--- config.mk ---
export PLATFORM = sky130hd
export DESIGN_NAME = audio_channel_out_flat
export DESIGN_NICKNAME = d
export VERILOG_FILES = /design/src/rtl/audio_channel_out_if.sv /design/src/rtl/audio_channel_out.sv /design/src/flat_wrapper.sv
export SDC_FILE = /design/constraint.sdc
export NUM_CORES = 1
export LEC_CHECK = 0
export CAP_MARGIN = 0
export CELL_PAD_IN_SITES_DETAIL_PLACEMENT = 1
export CELL_PAD_IN_SITES_GLOBAL_PLACEMENT = 1
export CORE_UTILIZATION = 30
export DETAILED_ROUTE_END_ITERATION = 16
export PLACE_DENSITY_LB_ADDON = 0.3
export SLEW_MARGIN = 5
export SYNTH_ARGS = -nofsm -noshare
export SYNTH_HDL_FRONTEND = slang
export SYNTH_SLANG_ARGS = --single-unit
--- constraint.sdc ---
create_clock -name clk -period 1.41 [get_ports clk]
set_input_delay 0.3525 -clock clk [delete_from_list [all_inputs] [get_ports clk]]
set_output_delay 0.3525 -clock clk [all_outputs]
set_load 0.05 [all_outputs]
--- src/rtl/audio_channel_out_if.sv ---
// +----------------------------------------------------------------------------+
// | audio_channel_out_if                                                       |
// | Per-channel audio stage bus: timer borrows, AUDC write, poly taps, outputs |
// | Rev 1.0                                                                    |
// +----------------------------------------------------------------------------+
`default_nettype none

interface audio_channel_out_if;
   logic       enn;
   logic [7:0] d;
   logic       wr;
   logic       nBor;
   logic       hpBor;
   logic       hpEn;
   logic       initMode;
   logic       poly4;
   logic       poly5;
   logic       poly17;
   logic       chOut;
   logic [3:0] volOut;

   modport master (
      output enn, d, wr, nBor, hpBor, hpEn, initMode, poly4, poly5, poly17,
      input  chOut, volOut
   );

   modport slave (
      input  enn, d, wr, nBor, hpBor, hpEn, initMode, poly4, poly5, poly17,
      output chOut, volOut
   );
endinterface

`default_nettype wire

--- src/rtl/audio_channel_out.sv ---
// +----------------------------------------------------------------------------+
// | audio_channel_out                                                          |
// | Turns timer underflows into the channel waveform and mixer volume sample.  |
// | Rev 1.0                                                                    |
// +----------------------------------------------------------------------------+
`default_nettype none

module audio_channel_out (
   input  wire logic           clk,
   input  wire logic           nRst,
   audio_channel_out_if.slave  bus
);

   localparam logic [3:0] c_VOL_SILENT = 4'h0;

   logic [7:0] r_audc;
   logic       r_tone;
   logic       r_hp;
   logic [3:0] r_vol;

   logic       w_evt;
   logic       w_hpEvt;
   logic       w_gate;
   logic       w_toneNext;
   logic       w_chOut;
   logic [3:0] w_volNext;

   assign w_evt   = bus.enn & ~bus.nBor;
   assign w_hpEvt = bus.enn & ~bus.hpBor;
   assign w_gate  = r_audc[7] | bus.poly5;

   always_comb begin
      w_toneNext = r_tone;
      if (w_evt && w_gate) begin
         if (r_audc[5])
            w_toneNext = ~r_tone;
         else
            w_toneNext = r_audc[6] ? bus.poly4 : bus.poly17;
      end
   end

   assign w_chOut   = bus.hpEn ? (r_tone ^ r_hp) : r_tone;
   assign w_volNext = (r_audc[4] || w_chOut) ? r_audc[3:0] : c_VOL_SILENT;

   // All state is clocked on the falling edge; AUDC updates after evt reads it.
   always_ff @(negedge clk or negedge nRst) begin
      if (!nRst) begin
         r_audc <= 8'h00;
         r_tone <= 1'b0;
         r_hp   <= 1'b0;
         r_vol  <= c_VOL_SILENT;
      end else begin
         if (bus.wr)
            r_audc <= bus.d;
         r_vol <= w_volNext;
         if (bus.initMode) begin
            r_tone <= 1'b0;
            r_hp   <= 1'b0;
         end else begin
            r_tone <= w_toneNext;
            if (w_hpEvt)
               r_hp <= r_tone;
         end
      end
   end

   assign bus.chOut  = w_chOut;
   assign bus.volOut = r_vol;

endmodule

`default_nettype wire

--- src/flat_wrapper.sv ---
// flat-port wrapper written by rule: the top's interface ports become plain ports
module audio_channel_out_flat 
  (clk, nRst, bus_enn, bus_d, bus_wr, bus_nBor, bus_hpBor, bus_hpEn, bus_initMode, bus_poly4, bus_poly5, bus_poly17, bus_chOut, bus_volOut);
  audio_channel_out_if bus_i ();
  input  wire logic clk;
  input  wire logic nRst;
  input wire logic [$bits(bus_i.enn)-1:0] bus_enn;
  input wire logic [$bits(bus_i.d)-1:0] bus_d;
  input wire logic [$bits(bus_i.wr)-1:0] bus_wr;
  input wire logic [$bits(bus_i.nBor)-1:0] bus_nBor;
  input wire logic [$bits(bus_i.hpBor)-1:0] bus_hpBor;
  input wire logic [$bits(bus_i.hpEn)-1:0] bus_hpEn;
  input wire logic [$bits(bus_i.initMode)-1:0] bus_initMode;
  input wire logic [$bits(bus_i.poly4)-1:0] bus_poly4;
  input wire logic [$bits(bus_i.poly5)-1:0] bus_poly5;
  input wire logic [$bits(bus_i.poly17)-1:0] bus_poly17;
  output wire logic [$bits(bus_i.chOut)-1:0] bus_chOut;
  output wire logic [$bits(bus_i.volOut)-1:0] bus_volOut;
  assign bus_i.enn = bus_enn;
  assign bus_i.d = bus_d;
  assign bus_i.wr = bus_wr;
  assign bus_i.nBor = bus_nBor;
  assign bus_i.hpBor = bus_hpBor;
  assign bus_i.hpEn = bus_hpEn;
  assign bus_i.initMode = bus_initMode;
  assign bus_i.poly4 = bus_poly4;
  assign bus_i.poly5 = bus_poly5;
  assign bus_i.poly17 = bus_poly17;
  assign bus_chOut = bus_i.chOut;
  assign bus_volOut = bus_i.volOut;
  audio_channel_out u_core (.clk(clk), .nRst(nRst), .bus(bus_i));
endmodule
==> flow_summary.yaml, run 1 <==
# physical design summary
global_routing:
  grt_pass1_vias: 492
  overflow: 0
  grt_max_degree: 15
  globalRouteMet1Util: 0.161
synth:
  syn_nets: 62
  ys_seq_frac: 0.611
  synth_area_um2: 573
  synth-seq-cells: 14
  yosys_most_used_dff: "dfrtn_1"
  top_area_cell: "dfrtn_1"
  ys_cells: 43
  yosys.cell_types.count: 17
  syn_area_per_cell_um2: 13.3
  synth_cells: 43
  ys_sh_mux: 0.172
  ys_chip_area_um2: 573
  synth-simple-area-share: 0.162
  fa_ha_area_frac: 0
  xor_area_frac: 0
  ys_top_logic_family: "multiplexers"
  aoi_share: 0.0415
  ys_warn_count: 0
power_and_ir_drop:
  power.largest_group: "sequential cells"
  p_seq_mw: 0.472
  irDropWorstVdd_mv: 0.533
  p_per_area_nw_per_um2: 994
  p_total_mw: 1.03
  p_sw_frac: 0.255
  comb-power_mw: 0.286
  p_leak_nw: 0.516
  combPwrFrac: 0.277
  intPower_mw: 0.770
  switching_power_mw: 0.264
setup_path:
  cp.required_ns: 1.06
  worstReg2RegEnd: "u_core.bus.volOut[2]"
  endpoint_kind: "primary output"
  crit_type: "flop to primary output"
  worstPathMaxFanout: 3
  start_kind: "flop"
  crit_arrival_ns: 2.03
  crit_path_end: "bus_chOut"
  r2r_setup_slack_ns: 0.04
cells_and_area:
  layout_top_cell: "dfrtn_1"
  most-common-layout-cells: "14 x dfrtn_1, 8 x dlygate4sd2_1, 8 x buf_4, 7 x mux2_4, 6 x buf_12"
  final_area_um2: 1040
  layout-drive-gt1-share: 0.462
routing:
  drt_iter0_drc: 0
  route.vias.total: 461
  routed_wl_um: 1270
  ant_nets: 0
  wl_met1_um: 527
  routed.top_layer: "met3"
  wl_met3_um: 53
  avgViaCountPerCell: 4.48
  dr.pass1.iters: 1
timing:
  setup_slack_ns: -0.974
  tightest_slew_ns: 0.142
  finalSetupViolCount: 14
  slew_headroom: 0.903
  drv_slew: 0
  rsz0062_at_grt: "yes"
  tns_ns: -6.34
outcome:
  violations: "setup timing"
  outcome: "finished, violations left"
flow_run:
  max_cap_violations: 0
die:
  std_cell_rows: 15
  chip_area_um2: 2090
  die_h_um: 45.7
  io_pins: 24
  coreArea_um2: 1760
  fp_util: 0.325
hold_path:
  min_path_cells: 1
  hold_class: "flop to flop"
  hold_start: "u_core.r_audc[1]"
  hold_path_end: "u_core.bus.volOut[1]"
cts:
  ctsHoldBuffers: 0
  cts_resized: 31
  cts.reportedPaths.clkPinSlew_ns: 0.06
  cts_root_buffer: "clkbuf_4"
  cts_sinks: 14
  htree_levels: 1
placement:
  placed_cells: 96
  place_area_um2: 982
  finalWeightedCongestion: 0.684
  post-place-ws_ns: -0.913
  hpwl_um: 952
==> run 1: area by class of cell <==
class | count | area (um2) | share of cell area
Tap cell | 25 | 31.3 | 0.0300
Sequential cell | 14 | 350 | 0.337
Inverter | 1 | 3.75 | 0.00361
Timing Repair Buffer | 32 | 362 | 0.347
Clock buffer | 4 | 36.3 | 0.0349
Multi-Input combinational cell | 27 | 258 | 0.248
==> run 1: registers in the layout, indices dropped and copies added, names as in the netlist <==
signal             cells
u_core.r_audc          8
u_core.bus.volOut      4
u_core.r_hp            1
u_core.r_tone          1
==> run 1: critical path, cell delays in order, from the launching register on <==
cell and delay (ns):
dfrtn_1 0.36, a21boi_2 0.17, buf_4 0.13, or2_4 0.25, buf_12 0.15
Run 1, clock wires, drivers and flops:
Scale: 6 px per um.
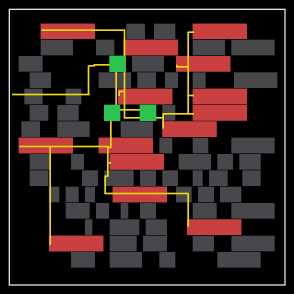
[flip-flops] red | count: 14
[clock wires] yellow | length: 160 um
[clock-net drivers] green | count: 3
routed clock nets: 4
clock share of power: 0.267
clk_lat worst skew: 0.27 ns
clk_skew: 0.000492 ns

Run 1, routing congestion:
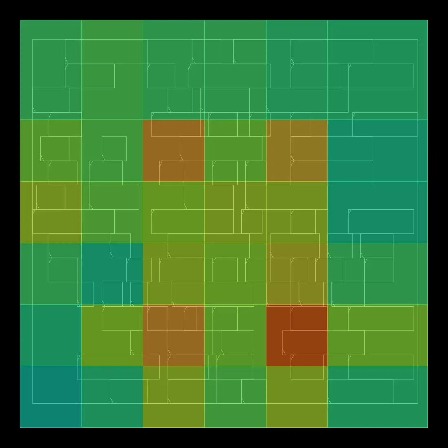
final design utilization: 0.590
Global Route met3 Usage: 0.0357
overall routing resource usage: 0.139
grt peak-use layer: met2
WL per Instance: 12.4 um

Run 1, zoomed window:
Window x 24 to 44, y 1 to 21 um. Cells in grey, sequential cells in the stronger grey; small squares are vias.
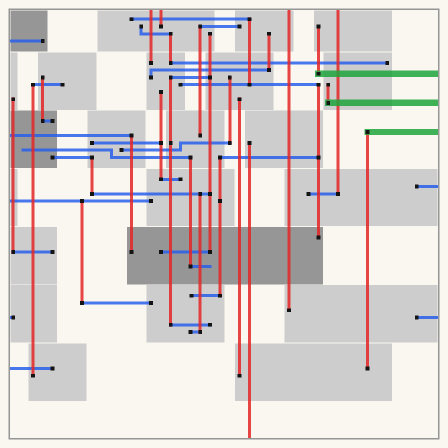
[M1] blue
[M3] green
[M2] red
sequential cells in the window: 1
netlist names of flops here include: `u_core.r_audc` (1)
cells with their middle in the window: 19
most frequent: buf_4 (5), buf_12 (3), clkdlybuf4s50_1 (2)

==> run 2: changes to the inputs <==
Settings changed: CORE_UTILIZATION 30 to 33, GPL_TIMING_DRIVEN set to 0.
Clock period 1.41 ns to 3.1 ns, I/O delays scaled along.
Run 2, clock wires, drivers and flops:
Scale: 6 px per um.
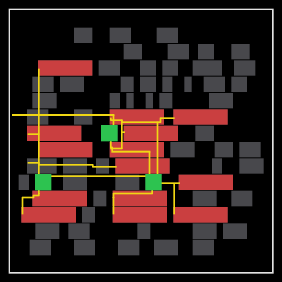
[flip-flops] red | count: 14
[clock-net drivers] green | count: 3
[clock wires] yellow | length: 150 um
routed clock nets: 4
clock share of power: 0.288
clk_skew: 0.00166 ns
clk_lat worst skew: 0.28 ns
clk pwr: 0.126 mW

==> run 2 against run 1 <==
Against the previous run: the flow finishes with violations (DRC, setup timing); synthesized cell count unchanged; sequential cell count is the same; clock power shrank 54%; global-route usage fell by 1.3 points; first-iteration DRC count rose by 2.
==> flow_summary.yaml, run 2 <==
# physical design summary
routing:
  drt_iter0_drc: 2
  route.detailed.drc: 1
  avgViaCountPerCell: 4.77
  routed.top_layer: "met3"
  dr.pass1.iters: 9
  route.vias.total: 415
global_routing:
  grt.met3_usage: 0.0625
  globalRouteMet1Util: 0.157
  grt_max_degree: 15
setup_path:
  start_kind: "flop"
  crit_arrival_ns: 2.84
  critPathTopFamily: "flip-flops"
outcome:
  violations: "DRC, setup timing"
  outcome: "finished, violations left"
cells_and_area:
  clk_share: 0.0414
  dominant_cells: "flip-flops and latches"
  regMostFlops: "u_core.r_audc"
  n_clock_buffer: 4
  layout_top_cell: "dfrtn_1"
  seqCellArea_um2: 350
  layout-drive-gt1-share: 0.324
timing:
  setup_slack_ns: -0.511
  drv_slew: 0
  finalSetupViolCount: 9
  rsz0062_at_grt: "yes"
power_and_ir_drop:
  intPower_mw: 0.325
  p_total_mw: 0.437
  combPwrFrac: 0.228
  comb-power_mw: 0.0998
synth:
  yosys_most_used_dff: "dfrtn_1"
  syn_nets: 62
  top_area_cell: "dfrtn_1"
  syn_area_per_cell_um2: 13.3
die:
  tap_cells: 16
  std_cell_rows: 14
  io_pins: 24
placement:
  post-place-ws_ns: -0.828
  hpwl_um: 815
  placed_cells: 81
  finalWeightedCongestion: 0.632
cts:
  ctsHoldBuffers: 0
hold_path:
  hold_start: "u_core.r_audc[1]"
flow_run:
  max_cap_violations: 0
Run 2, metal layers overlaid:
Scale: 8 px per um.
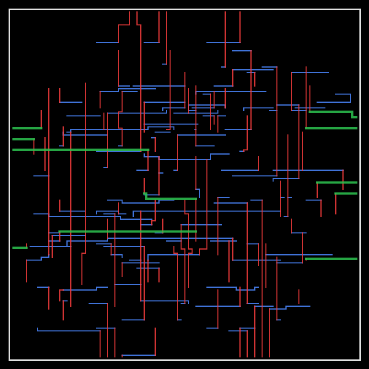
[M3] green | wire length: 74.9 um
[M2] red | wire length: 522 um
[M1] blue | wire length: 427 um
overall routing resource usage: 0.126
WL per Instance: 11.8 um

==> run 2: cells by family after synthesis <==
group,share of synthesized area
AOI/OAI and AO/OA,0.0415
and+or+nand+nor,0.162
DFF,0.611
buffers and inverters,0.0131
muxes,0.172
==> run 2: how the worst max path moves through the flow <==
stage | startpoint | to
finish | u_core.r_tone | bus_chOut
global route | u_core.r_tone | bus_chOut
CTS | u_core.r_tone | bus_chOut
detailed placement | u_core.r_tone | bus_chOut
global placement | u_core.r_tone | bus_chOut
floorplan | u_core.r_tone | bus_chOut
==> run 2: repair_timing <==
action | in CTS | in global routing
buffers inserted | 1 | 1
setup endpoints to repair | 11 | 10
resized | 41 | 2
pin swaps | 2 | 2
Power is estimated from default activity; no workload was simulated.
